### config.mk
export PLATFORM = sky130hd
export DESIGN_NAME = instr_prefetch_buf_flat
export DESIGN_NICKNAME = d
export VERILOG_FILES = /design/src/rtl/instr_prefetch_buf_if.sv /design/src/rtl/instr_prefetch_buf.sv /design/src/flat_wrapper.sv
export SDC_FILE = /design/constraint.sdc
export NUM_CORES = 1
export LEC_CHECK = 0
export CAP_MARGIN = 25
export CORE_ASPECT_RATIO = 1.1
export CORE_MARGIN = 2
export CORE_UTILIZATION = 61
export CTS_CLUSTER_SIZE = 16
export DETAILED_ROUTE_END_ITERATION = 8
export GPL_ROUTABILITY_DRIVEN = 0
export GPL_TIMING_DRIVEN = 0
export PLACE_DENSITY = 0.84
export SLEW_MARGIN = 10
export SYNTH_ARGS = -nofsm -noshare
export SYNTH_HDL_FRONTEND = slang
export SYNTH_SLANG_ARGS = --single-unit
### constraint.sdc
create_clock -name clk -period 20.4 [get_ports clk]
set_input_delay 2.04 -clock clk [delete_from_list [all_inputs] [get_ports clk]]
set_output_delay 2.04 -clock clk [all_outputs]
set_load 0.005 [all_outputs]
### src/rtl/instr_prefetch_buf_if.sv
// Handshaked instruction-memory read port used by instr_prefetch_buf.
// One request in flight at a time; exactly one mem_rvalid per granted request.
interface instr_prefetch_buf_if;
    logic        mem_req;
    logic [31:0] mem_addr;
    logic        mem_gnt;
    logic        mem_rvalid;
    logic [31:0] mem_rdata;

    modport master (
        output mem_req,
        output mem_addr,
        input  mem_gnt,
        input  mem_rvalid,
        input  mem_rdata
    );

    modport slave (
        input  mem_req,
        input  mem_addr,
        output mem_gnt,
        output mem_rvalid,
        output mem_rdata
    );
endinterface

### src/rtl/instr_prefetch_buf.sv
// Sequential instruction prefetch FIFO with tag-match hit detection and redirect flush.
// Optional statistics counters are enabled by defining IPF_STATS_EN.
module instr_prefetch_buf #(
    parameter int unsigned DEPTH    = 4,
    parameter logic [31:0] RESET_PC = 32'h0000_0000
) (
    input  logic                 clk,
    input  logic                 reset,
    input  logic [31:0]          PCF,
    input  logic                 fetch_en,
    output logic [31:0]          InstrF,
    output logic                 instr_valid,
    instr_prefetch_buf_if.master mem
`ifdef IPF_STATS_EN
    ,
    output logic [31:0]          hit_cnt,
    output logic [31:0]          redirect_cnt,
    output logic [15:0]          drop_cnt
`endif
);

    localparam int unsigned AW  = $clog2(DEPTH);
    localparam logic [31:0] NOP = 32'h0000_0013;

    typedef enum logic [1:0] {StIdle, StWait, StDrop} state_e;

    logic [29:0] addr_q [DEPTH];
    logic [31:0] data_q [DEPTH];
    logic [AW:0] rd_ptr_q, rd_ptr_d, wr_ptr_q, wr_ptr_d;
    logic [29:0] nxt_addr_q, nxt_addr_d;
    logic [29:0] iss_addr_q, iss_addr_d;
    state_e      state_q, state_d;

    logic        empty, full, hit, pop, push, drop, redirect, req, inflight_pc;
    logic [29:0] head_addr;
    logic [29:0] pc_word;
    logic        unused_pcf;

    assign pc_word    = PCF[31:2];
    assign unused_pcf = ^PCF[1:0];
    assign head_addr  = addr_q[rd_ptr_q[AW-1:0]];
    assign empty      = (rd_ptr_q == wr_ptr_q);
    assign full       = (rd_ptr_q[AW] != wr_ptr_q[AW]) && (rd_ptr_q[AW-1:0] == wr_ptr_q[AW-1:0]);

    // PCF already requested and awaiting data: stall rather than restart.
    assign inflight_pc = (state_q == StWait) && (iss_addr_q == pc_word);

    assign hit      = ~reset & ~empty & (head_addr == pc_word);
    assign pop      = hit & fetch_en;
    assign redirect = ~reset & (empty ? ((pc_word != nxt_addr_q) & ~inflight_pc)
                                      : (head_addr != pc_word));

    assign instr_valid  = hit;
    assign InstrF       = hit ? data_q[rd_ptr_q[AW-1:0]] : NOP;
    assign mem.mem_req  = req;
    assign mem.mem_addr = reset ? RESET_PC : {nxt_addr_q, 2'b00};

    always_comb begin
        state_d    = state_q;
        nxt_addr_d = nxt_addr_q;
        iss_addr_d = iss_addr_q;
        req        = 1'b0;
        push       = 1'b0;
        drop       = 1'b0;
        unique case (state_q)
            StIdle: begin
                req = ~reset & ~redirect & ~(full & ~pop);
                if (req && mem.mem_gnt) begin
                    state_d    = StWait;
                    iss_addr_d = nxt_addr_q;
                    nxt_addr_d = nxt_addr_q + 30'd1;
                end
            end
            StWait: begin
                if (mem.mem_rvalid) begin
                    state_d = StIdle;
                    // A redirect in the same cycle makes this response stale.
                    drop    = redirect;
                    push    = ~redirect & (~full | pop);
                end else if (redirect) begin
                    state_d = StDrop;
                end
            end
            StDrop: begin
                if (mem.mem_rvalid) begin
                    state_d = StIdle;
                    drop    = 1'b1;
                end
            end
            default: state_d = StIdle;
        endcase
        if (redirect) begin
            nxt_addr_d = pc_word;
        end
    end

    always_comb begin
        rd_ptr_d = rd_ptr_q + {{AW{1'b0}}, pop};
        wr_ptr_d = wr_ptr_q + {{AW{1'b0}}, push};
        if (redirect) begin
            rd_ptr_d = '0;
            wr_ptr_d = '0;
        end
    end

    always_ff @(posedge clk) begin
        if (reset) begin
            state_q    <= StIdle;
            rd_ptr_q   <= '0;
            wr_ptr_q   <= '0;
            nxt_addr_q <= RESET_PC[31:2];
            iss_addr_q <= RESET_PC[31:2];
        end else begin
            state_q    <= state_d;
            rd_ptr_q   <= rd_ptr_d;
            wr_ptr_q   <= wr_ptr_d;
            nxt_addr_q <= nxt_addr_d;
            iss_addr_q <= iss_addr_d;
        end
    end

    // Entry storage needs no reset; occupancy is tracked by the pointers.
    always_ff @(posedge clk) begin
        if (push) begin
            addr_q[wr_ptr_q[AW-1:0]] <= iss_addr_q;
            data_q[wr_ptr_q[AW-1:0]] <= mem.mem_rdata;
        end
    end

`ifdef IPF_STATS_EN
    logic [31:0] hit_cnt_q, redirect_cnt_q;
    logic [15:0] drop_cnt_q;

    always_ff @(posedge clk) begin
        if (reset) begin
            hit_cnt_q      <= '0;
            redirect_cnt_q <= '0;
            drop_cnt_q     <= '0;
        end else begin
            if (pop && (hit_cnt_q != '1)) hit_cnt_q <= hit_cnt_q + 32'd1;
            if (redirect && (redirect_cnt_q != '1)) redirect_cnt_q <= redirect_cnt_q + 32'd1;
            if (drop && (drop_cnt_q != '1)) drop_cnt_q <= drop_cnt_q + 16'd1;
        end
    end

    assign hit_cnt      = hit_cnt_q;
    assign redirect_cnt = redirect_cnt_q;
    assign drop_cnt     = drop_cnt_q;
`endif

endmodule

### src/flat_wrapper.sv
// flat-port wrapper written by rule: the top's interface ports become plain ports
module instr_prefetch_buf_flat 
#(
    parameter int unsigned DEPTH    = 4,
    parameter logic [31:0] RESET_PC = 32'h0000_0000
)
  (clk, reset, PCF, fetch_en, InstrF, instr_valid, mem_mem_req, mem_mem_addr, mem_mem_gnt, mem_mem_rvalid, mem_mem_rdata);
  instr_prefetch_buf_if mem_i ();
  input  logic clk;
  input  logic reset;
  input  logic [31:0] PCF;
  input  logic fetch_en;
  output logic [31:0] InstrF;
  output logic instr_valid;
  output wire logic [$bits(mem_i.mem_req)-1:0] mem_mem_req;
  output wire logic [$bits(mem_i.mem_addr)-1:0] mem_mem_addr;
  input wire logic [$bits(mem_i.mem_gnt)-1:0] mem_mem_gnt;
  input wire logic [$bits(mem_i.mem_rvalid)-1:0] mem_mem_rvalid;
  input wire logic [$bits(mem_i.mem_rdata)-1:0] mem_mem_rdata;
  assign mem_mem_req = mem_i.mem_req;
  assign mem_mem_addr = mem_i.mem_addr;
  assign mem_i.mem_gnt = mem_mem_gnt;
  assign mem_i.mem_rvalid = mem_mem_rvalid;
  assign mem_i.mem_rdata = mem_mem_rdata;
  instr_prefetch_buf #(.DEPTH(DEPTH), .RESET_PC(RESET_PC)) u_core (.clk(clk), .reset(reset), .PCF(PCF), .fetch_en(fetch_en), .InstrF(InstrF), .instr_valid(instr_valid), .mem(mem_i));
endmodule
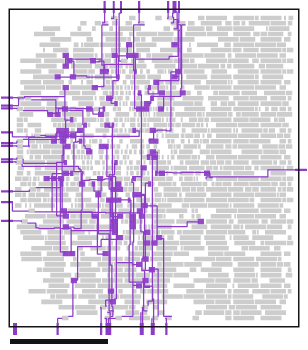
Figure 1: port wiring.
Scale bar: 50 um.
| color | port | bits | direction | end cells | wire |
|---|---|---|---|---|---|
| purple | `PCF` | 32 | input | 120 | 2620 um |

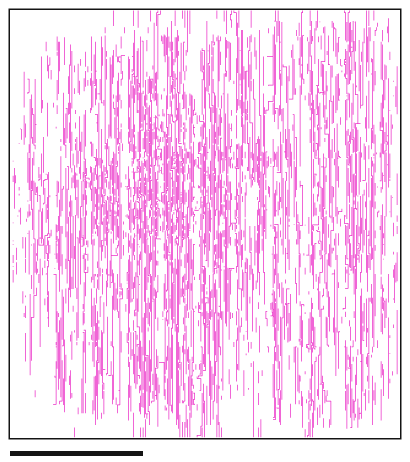
Figure 2: signal wires on met2.
Scale bar: 50 um.
share of all routed wire: 50%
nets with wire on the layer: 1048
longest straight run: 68.7 um
main direction: vertical
routing usage on met2: 49.89%
Total Routed Length: 33620 um
detailed-route via count: 8608

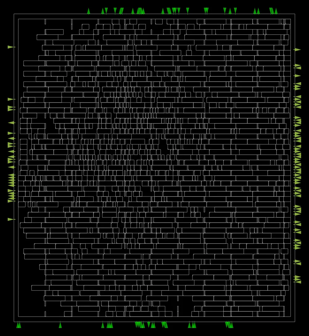
Figure 3: placement view.
non-filler cells, final: 1416
Well Taps: 295
number of placement rows: 57
count of sequential standard cells: 316
Fillers: 1395

==> run notes <==
Implementation summary

The routed wire length on met2 is 16940 um. The number of nets in the layout is 1170. The first global-routing pass estimated approximately 51000 um of wire. Warnings reported by Yosys during synthesis add up to 0.

The floorplan step set the die height to 160.4 um. The multiplexer share of the synthesized area is around an eighth. After layout, the clock buffer instance count stands at 40. For the worst setup path, the data required time is 18360 ps.

The combinational power is 58.1 uW. In this run the top signal layer used is met4. The level count of the clock H-tree is 1. The combinational gate count is a little over 500.

The clock latency on the worst-skew pair is 560 ps. The data arrival time of the critical path is 5600 ps. The slew of the pin with the lowest slew margin is about 840 ps.

According to the timing report, the critical path is captured at InstrF[13]. The number of cells in the design after placement is between 1000 and 1500. Summed over all routing layers, the global router reports a total usage of roughly 29%. The count of buffering cells on the critical path with inverters included is 3.

Ranked by instance count, the synthesized netlist is headed by sky130_fd_sc_hd__edfxtp_1, sky130_fd_sc_hd__dfxtp_1, sky130_fd_sc_hd__xnor2_1, sky130_fd_sc_hd__mux4_2, sky130_fd_sc_hd__nor2_1. TritonCTS built the clock tree. Buffers inserted during clock tree synthesis total 31.

The xor/xnor cell area share of the yosys netlist is 7.681%. On the final layout, the worst hold slack is 504.8 ps. STA lists the maximum fanout along the critical path as 10.

In the post-synthesis netlist, the biggest area contributors are sky130_fd_sc_hd__edfxtp_1, sky130_fd_sc_hd__mux4_2, sky130_fd_sc_hd__dfxtp_1, sky130_fd_sc_hd__xnor2_1, sky130_fd_sc_hd__xor2_1. According to the I/O placement log, the pin count is 135. The global routing report lists met1 layer usage as a little over a third. For this sky-water flow run, the detailed-routed wirelength per cell is reported as 23.74 um.

The sort of element at the start of the critical path is a primary input. The buffer depth of the longest clock path is 3. The remaining global-route overflow is 0. Yosys reports a chip area of around 14000 um2. The largest cell class by area is flip-flops and latches. The source of the worst register-to-register timing path is u_core.rd_ptr_q[1]$_SDFF_PP0_. The most common logic cells in the final layout are sky130_fd_sc_hd__edfxtp_1, sky130_fd_sc_hd__clkdlybuf4s50_1, sky130_fd_sc_hd__dfxtp_1. The most common cell after layout, fill and taps aside is sky130_fd_sc_hd__edfxtp_1. The placed instances occupy a cell area of about 16000 um2.

The met1 layer wirelength in the final routing is 12400 um. STA classifies the critical path endpoint as an output port. The total area inside the core boundary comes to approximately 22000 um2.

After detailed routing, the met3 layer carries 2736 um of wire. The number of flip-flops in the largest register is 128. The unique cell type count in the Yosys netlist is about 46. Looking at the power breakdown, the clock network takes 42.6% of the total. Of the synthesized area, sequential elements account for 64.91%. The area used by multi-input combinational logic is around 4500 um2.

The fraction of final layout cells with drive strength greater than 1 is around 15%. The main logic family after synthesis is multiplexers. In this run the most critical hold path is launched from u_core.state_q[1]$_SDFFE_PP0P_. The cell family contributing the most delay on the critical path is simple AND/OR/NAND/NOR gates.

The maximum ir drop on the vdd rail is between 0.06 and 0.07 mV. The flow reports power dissipated in the clock network as 561 uW. The run finished with clean final reports. The highest cell delay on the worst timing path is 540 ps. The layer with the highest usage after global routing is met2.

In this run the tightest slew margin relative to its limit is 44.10%. The pre-CTS worst setup slack is roughly 13000 ps. The power report shows net switching accounting for 20.55% of the total. The post-route DRC violation count is 0. The most frequently used library cell after synthesis is sky130_fd_sc_hd__edfxtp_1. Per the timing report, the achievable frequency comes out to ~130 MHz. For this run the detailed placement stage logged an HPWL of approximately 24000 um. Between clock sinks in the finished design, the worst skew comes to 17.19 ps.

The met3 track demand over resource is 4.659%. The width of the die is 146.2 um. The logic gate fraction of the total cell area is 27.29%. The part of the power in combinational logic is 4.4%. On the critical path, the stage with the largest delay is an instance of sky130_fd_sc_hd__clkdlybuf4s50_1. The final critical-path share of the clock period is 37.46%.

The clock buffer and inverter area fraction after layout is 6.065%. Hold analysis lists the worst path endpoint as u_core.state_q[0]$_SDFFE_PP0P_. The number of buffers added on ports is 130. The residual antenna-violating net count after detailed routing is 0. The number of register bits inferred by synthesis is around 320.

The number of endpoints failing setup at the final stage is 0. The capture point of the worst register-to-register path is recorded as u_core.addr_q[0][25]$_DFFE_PP_. The post-synthesis async set-or-reset flop share is 0%.
Power figures rest on the tool's default switching activity, not on a simulated workload.
